<file path="src/rtl/classifier_pkg.sv">
// classifier_pkg: shared sizes, INT4/INT8 widths and sequencer state encoding for the output-layer classifier
package classifier_pkg;
  localparam int N_FEAT_D = 64;
  localparam int N_CLASSES_D = 8;
  localparam int CLASS_BITS_D = 3;
  localparam int DRAIN_D = 2;
  localparam int AW_D = $clog2(N_FEAT_D * N_CLASSES_D);
  localparam int INT4_W = 4;
  localparam int INT8_W = 8;
  typedef enum logic [2:0] {ST_IDLE, ST_RUN, ST_FLUSH, ST_DRAIN, ST_DONE} state_t;
endpackage

</file>
<file path="src/rtl/classifier_feat_buf.sv">
// classifier_feat_buf: N-entry INT4 register file with one write port and one asynchronous read port
module classifier_feat_buf
  import classifier_pkg::*;
#(
  parameter int N = N_FEAT_D,
  parameter int AW = $clog2(N)
) (
  input  logic              clk,
  input  logic              we,
  input  logic [AW-1:0]     waddr,
  input  logic [INT4_W-1:0] wdata,
  input  logic [AW-1:0]     raddr,
  output logic [INT4_W-1:0] rdata
);
  logic [INT4_W-1:0] mem [N];
  always_ff @(posedge clk) if (we) mem[waddr] <= wdata;
  assign rdata = mem[raddr];
endmodule

</file>
<file path="src/rtl/classifier_seq.sv">
// classifier_seq: buffers one INT4 vector then streams class-major (feature, weight) pairs; CLASSIFIER_SEQ_ZERO_SKIP_EN suppresses new_feat for zero features
module classifier_seq
  import classifier_pkg::*;
#(
  parameter int N_FEAT = N_FEAT_D,
  parameter int N_CLASSES = N_CLASSES_D,
  parameter int CLASS_BITS = CLASS_BITS_D,
  parameter int DRAIN = DRAIN_D,
  parameter int AW = $clog2(N_FEAT * N_CLASSES)
) (
  input  logic                  clk,
  input  logic                  rst,
  input  logic                  feat_valid,
  input  logic [INT4_W-1:0]     feat_data,
  output logic                  feat_ready,
  output logic [AW-1:0]         w_addr,
  input  logic [INT8_W-1:0]     w_rdata,
  output logic [INT4_W-1:0]     x_int4,
  output logic [INT8_W-1:0]     w_int8,
  output logic                  new_feat,
  output logic                  new_class,
  output logic [CLASS_BITS-1:0] class_id,
  output logic                  busy,
  output logic                  done
);
  localparam int FW = $clog2(N_FEAT);
  localparam int DW = $clog2(DRAIN + 2);
  state_t state, state_nx;
  logic [FW-1:0] f;
  logic [CLASS_BITS-1:0] c;
  logic [DW-1:0] d;
  logic [INT4_W-1:0] rd;
  logic wr, f_last, c_last, keep;
  assign feat_ready = state == ST_IDLE;
  assign wr = feat_ready && feat_valid;
  assign f_last = f == FW'(N_FEAT - 1);
  assign c_last = c == CLASS_BITS'(N_CLASSES - 1);
  assign w_int8 = w_rdata;
  assign busy = state inside {ST_RUN, ST_FLUSH, ST_DRAIN};
  assign done = state == ST_DONE;
`ifdef CLASSIFIER_SEQ_ZERO_SKIP_EN
  assign keep = rd != '0;
`else
  assign keep = 1'b1;
`endif
  classifier_feat_buf #(.N(N_FEAT)) u_buf (
    .clk(clk),
    .we(wr && !rst),
    .waddr(f),
    .wdata(feat_data),
    .raddr(f),
    .rdata(rd)
  );
  always_comb begin
    state_nx = state;
    case (state)
      ST_IDLE:  state_nx = wr && f_last ? ST_RUN : ST_IDLE;
      ST_RUN:   state_nx = f_last && c_last ? ST_FLUSH : ST_RUN;
      ST_FLUSH: state_nx = ST_DRAIN;
      ST_DRAIN: state_nx = d == DW'(DRAIN) ? ST_DONE : ST_DRAIN;
      default:  state_nx = ST_IDLE;
    endcase
  end
  always_ff @(posedge clk) begin
    if (rst) begin
      state <= ST_IDLE;
      f <= '0;
      c <= '0;
      d <= '0;
      w_addr <= '0;
      x_int4 <= '0;
      new_feat <= 1'b0;
      new_class <= 1'b0;
      class_id <= '0;
    end else begin
      state <= state_nx;
      if (wr || state == ST_RUN) f <= f_last ? '0 : f + 1'b1;
      if (state == ST_RUN && f_last) c <= c_last ? '0 : c + 1'b1;
      if (state == ST_RUN) w_addr <= f_last && c_last ? '0 : w_addr + 1'b1;
      d <= state == ST_DRAIN ? d + 1'b1 : '0;
      if (state == ST_RUN && keep) x_int4 <= rd;
      new_feat <= state == ST_RUN && keep;
      new_class <= (state == ST_RUN && f == '0) || state == ST_FLUSH;
      class_id <= state == ST_RUN ? c : state == ST_FLUSH ? CLASS_BITS'(N_CLASSES - 1) : class_id;
    end
  end
endmodule

</file>
<file path="config.mk">
export PLATFORM = sky130hd
export DESIGN_NAME = classifier_seq
export DESIGN_NICKNAME = d
export VERILOG_FILES = /design/src/rtl/classifier_pkg.sv /design/src/rtl/classifier_feat_buf.sv /design/src/rtl/classifier_seq.sv
export SDC_FILE = /design/constraint.sdc
export NUM_CORES = 1
export LEC_CHECK = 0
export CAP_MARGIN = 20
export CORE_ASPECT_RATIO = 1.2
export CORE_UTILIZATION = 63
export CTS_CLUSTER_DIAMETER = 50
export DETAILED_ROUTE_END_ITERATION = 16
export DONT_BUFFER_PORTS = 1
export PLACE_DENSITY = 0.83
export SLEW_MARGIN = 20
export SYNTH_ARGS = -nofsm -noshare
export SYNTH_HDL_FRONTEND = slang
export SYNTH_SLANG_ARGS = --single-unit
</file>
<file path="constraint.sdc">
create_clock -name clk -period 2.6 [get_ports clk]
set_input_delay 0.52 -clock clk [delete_from_list [all_inputs] [get_ports clk]]
set_output_delay 0.52 -clock clk [all_outputs]
set_load 0.02 [all_outputs]
</file>
### Nets reached from selected ports

(3 px per um)
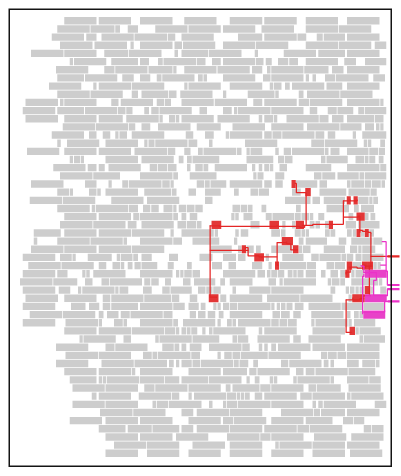
port	colour	direction	edge	end cells	buffers	wire
rst	red	input	right	25	0	229 um
class_id	magenta	output	right	3	0	68.8 um

### Routed clock nets over the placement

(3 px per um)
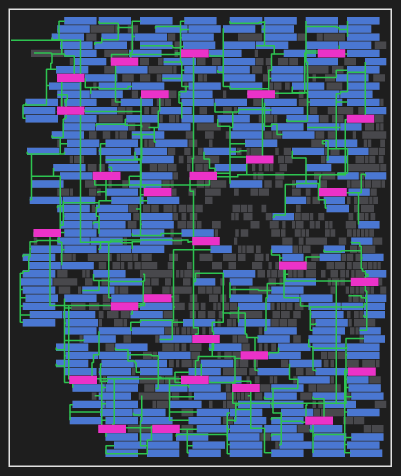
[clock wires] green | length: 3010 um
[clock-net drivers] magenta | count: 28
[flip-flops] blue | count: 288
flops lie	widely spread
routed clock nets	29

### Routing congestion

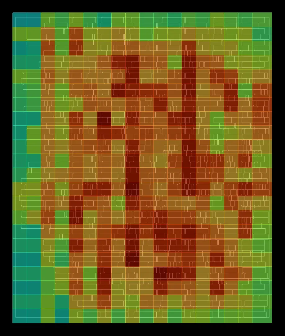
met3 Use GR: 7.077%
GRT Total Usage: 32.17%
gr busiest metal: met2
routing usage on met1: 40.90%
average wire per cell in the routed design: 28.53 um

==> flow_summary.toml <==
# synthesis and place-and-route metrics
[run_status]
status = "completed"

[cells_and_area]
synthToLayoutAreaGrowth_pct = 11.88

[place]
dp_hpwl_um = 19480

[hold_path]
hp-start = "rst"

[routing]
drt_pass1_iterations = 5
wirelength_um = 30380

[cts]
cts-root-buf = "clkbuf_16"
clk_path_buf_depth = 3
clock_latency_ns = 0.54
cts_sinks = 288

[power]
irDropWorstVdd_v = 0.0005244

[logic_synthesis]
synth_warnings = 0
synth.avg_cell_area_sq_um = 14.75
flop_cell = "edfxtp_1"
synth-edff-count = 256

[timing]
worstMarginPinSlew_ns = 0.6091

[floorplan]
dieWidth_um = 126.9

[worst_setup_path]
cp_max_fo = 11
r2r_end = "u_buf.mem[15][3]$_DFFE_PP_"
endpoint = "u_buf.mem[15][3]$_DFFE_PP_"

[flow_run]
warning_count = 28
-- synthesized netlist by cell type, drive strengths merged (5+ instances only) --
cell | number | area share (%)
a21oi | 32 | 1.4
a221o | 5 | 0.42
a221oi | 31 | 2.6
a22o | 7 | 0.52
a22oi | 29 | 1.8
buf | 45 | 2.6
clkbuf | 18 | 0.57
dfxtp | 32 | 5.4
edfxtp | 256 | 65
ha | 6 | 0.64
inv | 6 | 0.19
mux2 | 23 | 2.2
mux2i | 16 | 1.4
mux4 | 15 | 2.9
nand2 | 32 | 1.0
nand3 | 12 | 0.51
nor2 | 112 | 3.6
nor2b | 8 | 0.45
nor3 | 22 | 0.93
o21ai | 15 | 0.64
o22a | 6 | 0.45
o22ai | 8 | 0.48
xor2 | 6 | 0.45
-- metrics by stage --
step                      worst slack, ns  util [%]  hold slack (ns)  TNS (ns)  power, mW
after floorplan                    0.2390         -           0.3925         0      5.402
after global placement            0.06917     66.68           0.4013         0      5.505
after detailed placement          0.02290     66.68           0.4319         0      5.510
after CTS                         0.01345     72.09          0.03279         0      9.729
after global routing             -0.01749     72.29          0.02825  -0.06702      9.941
final                              0.1302     72.29          0.04000         0      9.728
-- registers in the layout, indices dropped and copies added, names as in the netlist --
name	cells
new_feat	1
c	3
f	6
w_addr	9
x_int4	4
state	3
new_class	1
class_id	3
d	2
u_buf.mem	256
-- area by class of cell --
| class | instances | area (sq um) |
|---|---|---|
| Sequential cell | 288 | 8334 |
| Fill cell | 1098 | 5055 |
| Multi-Input combinational cell | 442 | 3097 |
| Clock buffer | 34 | 764.5 |
| Timing Repair Buffer | 54 | 467.9 |
| Tap cell | 224 | 280.3 |
| Clock inverter | 17 | 221.5 |
| Inverter | 6 | 22.52 |
-- power by group through the flow --
stage | sequential (mW) | combinational [mW] | clock [mW]
4_1_cts | 5.06 | 0.354 | 4.32
5_1_grt | 5.06 | 0.383 | 4.50
3_3_place_gp | 5.16 | 0.346 | 0
6_report | 5.06 | 0.365 | 4.31
3_5_place_dp | 5.16 | 0.351 | 0
2_1_floorplan | 5.14 | 0.260 | 0
-- kinds of logic (layout without fill, tap and decap cells) --
| logic type | Yosys count | count (layout) | synth area share (%) |
|---|---|---|---|
| flops | 288 | 288 | 70.65 |
| compound gates | 155 | 155 | 9.861 |
| fa+ha+maj | 6 | 6 | 0.6369 |
| xor+xnor | 7 | 7 | 0.5201 |
| simple gates | 220 | 220 | 8.534 |
| buf+inv | 69 | 111 | 3.375 |
| mux | 54 | 54 | 6.422 |
-- worst max-delay path, cell delays in order (launching register included) --
cell     delay (ns)
dfxtp_1        0.41
nor3_1         0.31
nand2_1        0.17
nor2_1         0.33
nand3_1        0.28
buf_4          0.26
nor2_1         0.35
-- metal layers --
metal	GRT usage, %	vias up	part of all wire [%]
met5	0	-	0
met1	40.90	3670	36
li1	-	3137	-
met3	7.077	107	10
met4	18.65	0	5.7
met2	51.28	504	48
-- repair_timing --
item | CTS | global route
hold buffers | 0 | 0
resized | 0 | 12
endpoints found under the hold margin | 0 | 0
setup endpoints to repair | 0 | 84
Power is estimated from default activity; no workload was simulated.
